==> src/rtl/fsm_step_pkg.sv <==
// Shared constants and controller state encoding for the step controller.
// No ports; imported by seq_mem and fsm_step_ctrl.
package fsm_step_pkg;

  localparam int SEQ_DEPTH = 16;
  localparam int AW        = 4;
  localparam int SW_W      = 2;
  localparam int ST_W      = 3;
  localparam int LEN_W     = 5;

  localparam logic [LEN_W-1:0] MAX_LEN = 5'd16;

  typedef enum logic [2:0] {
    S_IDLE,
    S_LOAD,
    S_STEP,
    S_CAPT,
    S_EMIT,
    S_FIN
  } ctrl_state_t;

  function automatic logic [LEN_W-1:0] clamp_len(
    input logic [LEN_W-1:0] len
  );
    return (len > MAX_LEN) ? MAX_LEN : len;
  endfunction

endpackage

==> src/rtl/seq_mem.sv <==
// Input-sequence store: DEPTH x 2-bit, one write port, one async read.
// Ports: clk, we/waddr/wdata write, raddr -> rdata read. No reset.
module seq_mem
  import fsm_step_pkg::*;
#(
  parameter int DEPTH = 16
) (
  input  logic            clk,
  input  logic            we,
  input  logic [AW-1:0]   waddr,
  input  logic [SW_W-1:0] wdata,
  input  logic [AW-1:0]   raddr,
  output logic [SW_W-1:0] rdata
);

  logic [SW_W-1:0] mem [DEPTH];

  always_ff @(posedge clk) begin
    if (we) begin
      mem[waddr] <= wdata;
    end
  end

  assign rdata = mem[raddr];

endmodule

==> src/rtl/fsm_step_ctrl.sv <==
// Steps an external Moore FSM through a stored sw_in sequence and
// streams (idx,state,out) per step over a valid/ready result channel.
// Ports: clk, reset (sync, active-low); prog_* memory write;
// start/init_state/seq_len run request; dut_* drive/sample the FSM;
// res_* result channel; busy/done status.
module fsm_step_ctrl
  import fsm_step_pkg::ctrl_state_t,
         fsm_step_pkg::S_IDLE,
         fsm_step_pkg::S_LOAD,
         fsm_step_pkg::S_STEP,
         fsm_step_pkg::S_CAPT,
         fsm_step_pkg::S_EMIT,
         fsm_step_pkg::S_FIN,
         fsm_step_pkg::AW,
         fsm_step_pkg::SW_W,
         fsm_step_pkg::ST_W,
         fsm_step_pkg::LEN_W,
         fsm_step_pkg::clamp_len;
#(
  parameter int SEQ_DEPTH = fsm_step_pkg::SEQ_DEPTH
) (
  input  logic             clk,
  input  logic             reset,
  input  logic             prog_we,
  input  logic [AW-1:0]    prog_addr,
  input  logic [SW_W-1:0]  prog_data,
  input  logic             start,
  input  logic [ST_W-1:0]  init_state,
  input  logic [LEN_W-1:0] seq_len,
  output logic             dut_reset,
  output logic [ST_W-1:0]  dut_state_in,
  output logic [SW_W-1:0]  dut_sw_in,
  output logic             dut_ctrl,
  input  logic [ST_W-1:0]  dut_state,
  input  logic             dut_out,
  output logic             res_valid,
  input  logic             res_ready,
  output logic [AW-1:0]    res_idx,
  output logic [ST_W-1:0]  res_state,
  output logic             res_out,
  output logic             busy,
  output logic             done
);

  ctrl_state_t state_q;
  ctrl_state_t state_d;

  logic [ST_W-1:0]  init_q;
  logic [LEN_W-1:0] len_q;
  logic [AW-1:0]    idx_q;
  logic [SW_W-1:0]  sw_q;
  logic [AW-1:0]    ridx_q;
  logic [ST_W-1:0]  rstate_q;
  logic             rout_q;
  logic [SW_W-1:0]  mem_rd;

  logic idle;
  logic mem_we;
  logic hs;
  logic more;

  assign idle   = (state_q == S_IDLE);
  assign mem_we = prog_we & reset & idle;
  assign hs     = (state_q == S_EMIT) & res_ready;
  // idx+1 compared in the length width so 16 steps fit
  assign more   = ({1'b0, idx_q} + 5'd1) < len_q;

  seq_mem #(
    .DEPTH (SEQ_DEPTH)
  ) u_mem (
    .clk   (clk),
    .we    (mem_we),
    .waddr (prog_addr),
    .wdata (prog_data),
    .raddr (idx_q),
    .rdata (mem_rd)
  );

  always_ff @(posedge clk) begin
    if (!reset) begin
      state_q  <= S_IDLE;
      init_q   <= '0;
      len_q    <= '0;
      idx_q    <= '0;
      sw_q     <= '0;
      ridx_q   <= '0;
      rstate_q <= '0;
      rout_q   <= 1'b0;
    end else begin
      state_q <= state_d;
      if (idle && start) begin
        init_q <= init_state;
        len_q  <= clamp_len(seq_len);
        idx_q  <= '0;
      end
      // sw_in stays at the last stepped value between steps
      if (state_q == S_STEP) begin
        sw_q <= mem_rd;
      end
      if (state_q == S_CAPT) begin
        ridx_q   <= idx_q;
        rstate_q <= dut_state;
        rout_q   <= dut_out;
      end
      if (hs) begin
        idx_q <= idx_q + 4'd1;
      end
    end
  end

  always_comb begin
    state_d = state_q;
    unique case (state_q)
      S_IDLE: if (start) state_d = S_LOAD;
      S_LOAD: begin
        state_d = (len_q != '0) ? S_STEP : S_FIN;
      end
      S_STEP: state_d = S_CAPT;
      S_CAPT: state_d = S_EMIT;
      S_EMIT: begin
        if (res_ready) begin
          state_d = more ? S_STEP : S_FIN;
        end
      end
      S_FIN:  state_d = S_IDLE;
      default: state_d = S_IDLE;
    endcase
  end

  always_comb begin
    dut_reset    = 1'b0;
    dut_state_in = '0;
    dut_ctrl     = 1'b0;
    dut_sw_in    = sw_q;
    res_valid    = 1'b0;
    done         = 1'b0;
    busy         = 1'b1;
    unique case (1'b1)
      (state_q == S_IDLE): busy = 1'b0;
      (state_q == S_LOAD): begin
        dut_reset    = 1'b1;
        dut_state_in = init_q;
      end
      (state_q == S_STEP): begin
        dut_ctrl  = 1'b1;
        dut_sw_in = mem_rd;
      end
      (state_q == S_EMIT): res_valid = 1'b1;
      (state_q == S_FIN):  done = 1'b1;
      default: ;
    endcase
  end

  assign res_idx   = ridx_q;
  assign res_state = rstate_q;
  assign res_out   = rout_q;

endmodule
==> config.mk <==
export PLATFORM = sky130hd
export DESIGN_NAME = fsm_step_ctrl
export DESIGN_NICKNAME = d
export VERILOG_FILES = /design/src/rtl/fsm_step_pkg.sv /design/src/rtl/seq_mem.sv /design/src/rtl/fsm_step_ctrl.sv
export SDC_FILE = /design/constraint.sdc
export NUM_CORES = 1
export LEC_CHECK = 0
export ABC_AREA = 1
export CORE_MARGIN = 2
export CORE_UTILIZATION = 45
export CTS_BUF_LIST = sky130_fd_sc_hd__clkbuf_8
export DETAILED_ROUTE_END_ITERATION = 7
export PLACE_DENSITY = 0.64
export SLEW_MARGIN = 10
export SYNTH_ARGS = -nofsm -noshare
export SYNTH_HDL_FRONTEND = slang
export SYNTH_SLANG_ARGS = --single-unit
==> constraint.sdc <==
create_clock -name clk -period 2.3 [get_ports clk]
set_input_delay 0.23 -clock clk [delete_from_list [all_inputs] [get_ports clk]]
set_output_delay 0.23 -clock clk [all_outputs]
set_load 0.1 [all_outputs]
### Wire density map

Drawn at 3 px/um. 16 x 16 tiles, from dark purple (low) to yellow (high), scaled to the fullest tile. Values are wire area over tile area, all layers added.
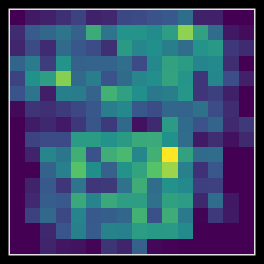
mean over tiles: 0.13
fullest tile: 0.45
emptiest ninth of the die: bottom right
nearly empty tiles: 15%
routed len/inst: 12.8 um
via count: 2105
GRT Overall Usage: 18.5%
routed wire length: 5500 um

### Metal layers overlaid

Drawn at 4 px/um. Only two layers are drawn.
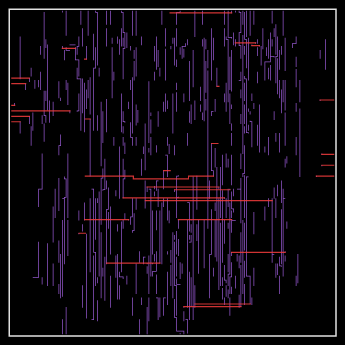
| layer | color | wire length |
|---|---|---|
| metal 2 | purple | 2580 um |
| metal 3 | red | 276 um |

### Gate families picked out

Drawn at 4 px/um.
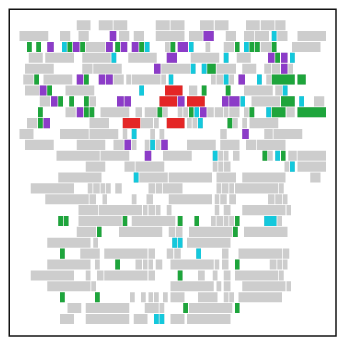
| family | color | cells |
|---|---|---|
| adder and majority cells | red | 5 |
| inverters | cyan | 32 |
| inverting AOI/OAI gates | purple | 31 |
| NOR gates | green | 52 |
Final Instance Count excl. Fillers: 430
most common cell after layout, fill and taps aside: nand2_1
combinational fraction of the cell area: 29.1%

### Close-up of the layout

Region (26, 26) to (56, 56) um. Cells in gray, sequential cells in the stronger gray; small squares are vias.
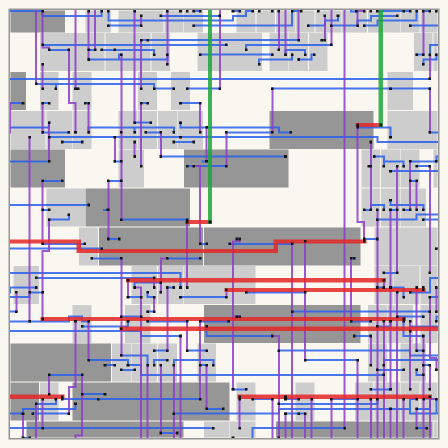
| layer | color |
|---|---|
| metal 2 | purple |
| metal 3 | red |
| metal 1 | blue |
| metal 4 | green |
netlist names of flops here include: u_mem.mem (4), idx_q (3)
cells with their middle in the window: 78
most frequent: nand2_1 (28), nand3_1 (12)
sequential cells in the window: 10

==> results.yml <==
# yosys + openroad results
timing:
  report.final.hold_viol_count: 0
  finalSetupViolCount: 0
  slew-limit-headroom_pct: 59.5
  fmax_mhz: 496
  max_slew.worst_pin.slew_ns: 0.606
  final-max-slew-violation-count: 0
  grt_setup_unrepaired: "no"
logic_synthesis:
  seq_area_frac_synth_pct: 57.3
  synth_stat.cells: 302
  synth-warning-count: 0
  ys_ff: 61
  synth.distinct_cells: 29
  syn_avg_cell_area_um2: 8.91
  enable_flop_cells: 32
  asyncSetResetFlopFracSynth_pct: 0
  synthMostInstantiatedCell: "nand2_1"
  synthTopCellsByArea: "edfxtp_1 36%, dfxtp_1 22%, nand2_1 9.8%, nor2_1 6.4%, nand3_1 6.3%"
  yosys-top-cells-count: "70 x nand2_1, 46 x nor2_1, 34 x nand3_1, 32 x edfxtp_1, 29 x dfxtp_1"
  syn-num-nets: 330
  synth_chip_area_um2: 2690
  largest_area_cell: "edfxtp_1"
  yosysTopAreaCellShare_pct: 35.7
  mappedNetlistArea_um2: 2690
clocking:
  postCtsHoldBufs: 0
  clock_insertion_delay_worst_skew_ns: 0.33
  clk_pin_slew_worst_paths_ns: 0.07
  clock_root_buffer: "clkbuf_8"
  post-cts-setup-buffers: 0
  cts.sink_count: 61
  tritoncts.num_buffers: 9
  cts.htree.levels: 3
cells_and_area:
  design.final.nets: 378
  layout-drive-gt1-share_pct: 14.9
route:
  vias_per_cell: 4.90
  detail-route-antenna-nets: 0
  drc: 0
  drt_pass1_iterations: 4
  detailedRoute.firstIterationViolations: 68
job:
  total_of_max_cap_violations: 0
global_route:
  global_route_wire_length_before_repair_um: 8920
  total_congestion_overflow_after_global_routing: 0
  grt_max_degree: 18
  grt_antenna_before_repair: 0
placement:
  detailed_place_hpwl_um: 3910
  gp_congestion: 0.805
critical_path:
  path_class: "flop to primary output"
  cp_top_family: "buffers and inverters"
  critical_path.cell_chain: "buf_4 > inv_6 > nand2_1 > nand3_1 > nand3_1 > nand2_1 > nand2_1 > nand3_1 > nand2_1 > inv_1 > buf_12"
  category_of_the_worst_setup_path_launch_point: "flop"
  crit_path_top_delay_cell: "dfxtp_1"
  critical_path_arrival_ns: 1.79
  cpPeakStageDelay_ns: 0.30
  worst-path-max-fanout: 17
  worstSetupEndpointType: "primary output"
floorplan:
  chip_area_um2: 6610
  initial_utilization_pct: 46.0
  area_of_the_core_region_um2: 5850
  die_width_um: 81.3
run_status:
  status: "finished, final reports clean"
min_path:
  hold_class: "flop to flop"
flip-flops by register name, summed over array words and instances, names as in the netlist, named ones only:
signal / flops
idx_q: 4
init_q: 3
len_q: 5
res_idx: 4
res_out: 1
res_state: 3
state_q: 3
sw_q: 2
u_mem.mem: 32
layout make-up:
| type | count | area (um^2) |
|---|---|---|
| Clock buffer | 11 | 151 |
| Clock inverter | 5 | 25.0 |
| Fill cell | 535 | 2530 |
| Inverter | 32 | 125 |
| Multi-Input combinational cell | 201 | 965 |
| Sequential cell | 61 | 1540 |
| Tap cell | 75 | 93.8 |
| Timing Repair Buffer | 45 | 418 |
worst register-to-register path: stages (launching register included):
cell and delay [ns]:
dfxtp_1 0.42, ha_1 0.21, xor2_1 0.23, ha_1 0.29, nand2_1 0.06, inv_1 0.03, o21ai_0 0.20, nand3_1 0.10
nand2_1 0.09, nand3b_1 0.08, nand2_1 0.06, nor2_1 0.03
cell usage in the layout (no fill, tap or decap), types with 2 or more instances in the layout:
cell type	n
inv_2	4
edfxtp_1	32
dfxtp_1	29
a211oi_1	3
nor3_2	2
xor2_1	2
buf_4	21
ha_1	5
nand3_1	34
inv_1	27
clkdlybuf4s50_1	22
or2_2	2
clkinv_2	5
buf_12	2
clkbuf_8	11
nand2_1	70
nor2_1	46
a21oi_1	13
o21ai_0	13
nand4_1	3
nor2_2	2
layer usage:
layer	wire length, um	global-route usage [%]	vias to the layer above
met5	0	0	-
met1	2560	25.1	957
met4	82	10.2	0
met3	276	3.22	8
li1	-	-	1090
met2	2580	27.9	50
cells by family after synthesis:
family	after synthesis	share of synthesized area [%]
and+or+nand+nor	163	26.6
xor gates and xnor gates	2	0.651
AOI/OAI and AO/OA	31	6.14
adders and majority gates	5	2.33
buffers and inverters	40	7.02
DFF	61	57.3
worst paths after layout:
check / cells after the start / endpoint / slack, ns / start
worst max-delay path: 11 / dut_sw_in[0] / 0.28 / flop
worst min register to register: 2 / init_q[1] / 0.46 / init_q[1]
worst max register to register: 11 / state_q[0] / 0.40 / idx_q[0]
worst min-delay path: 2 / init_q[1] / 0.46 / init_q[1]
power by group:
part	internal, mW	switching [mW]
Clock	0.440	0.393
Sequential	1.22	0.0482
Combinational	0.310	0.856
metrics by stage:
stage	setup slack [ns]	instances	total power, mW	instance area, um^2	hold WS, ns
after floorplan	0.153	302	2.18	2700	0.329
after global placement	0.504	414	2.46	3140	0.438
after detailed placement	0.430	414	2.46	3140	0.443
after CTS	0.246	430	3.30	3320	0.454
after global routing	0.0497	430	3.44	3320	0.463
final	0.283	430	3.27	3320	0.455
Power and IR drop assume default switching activity.
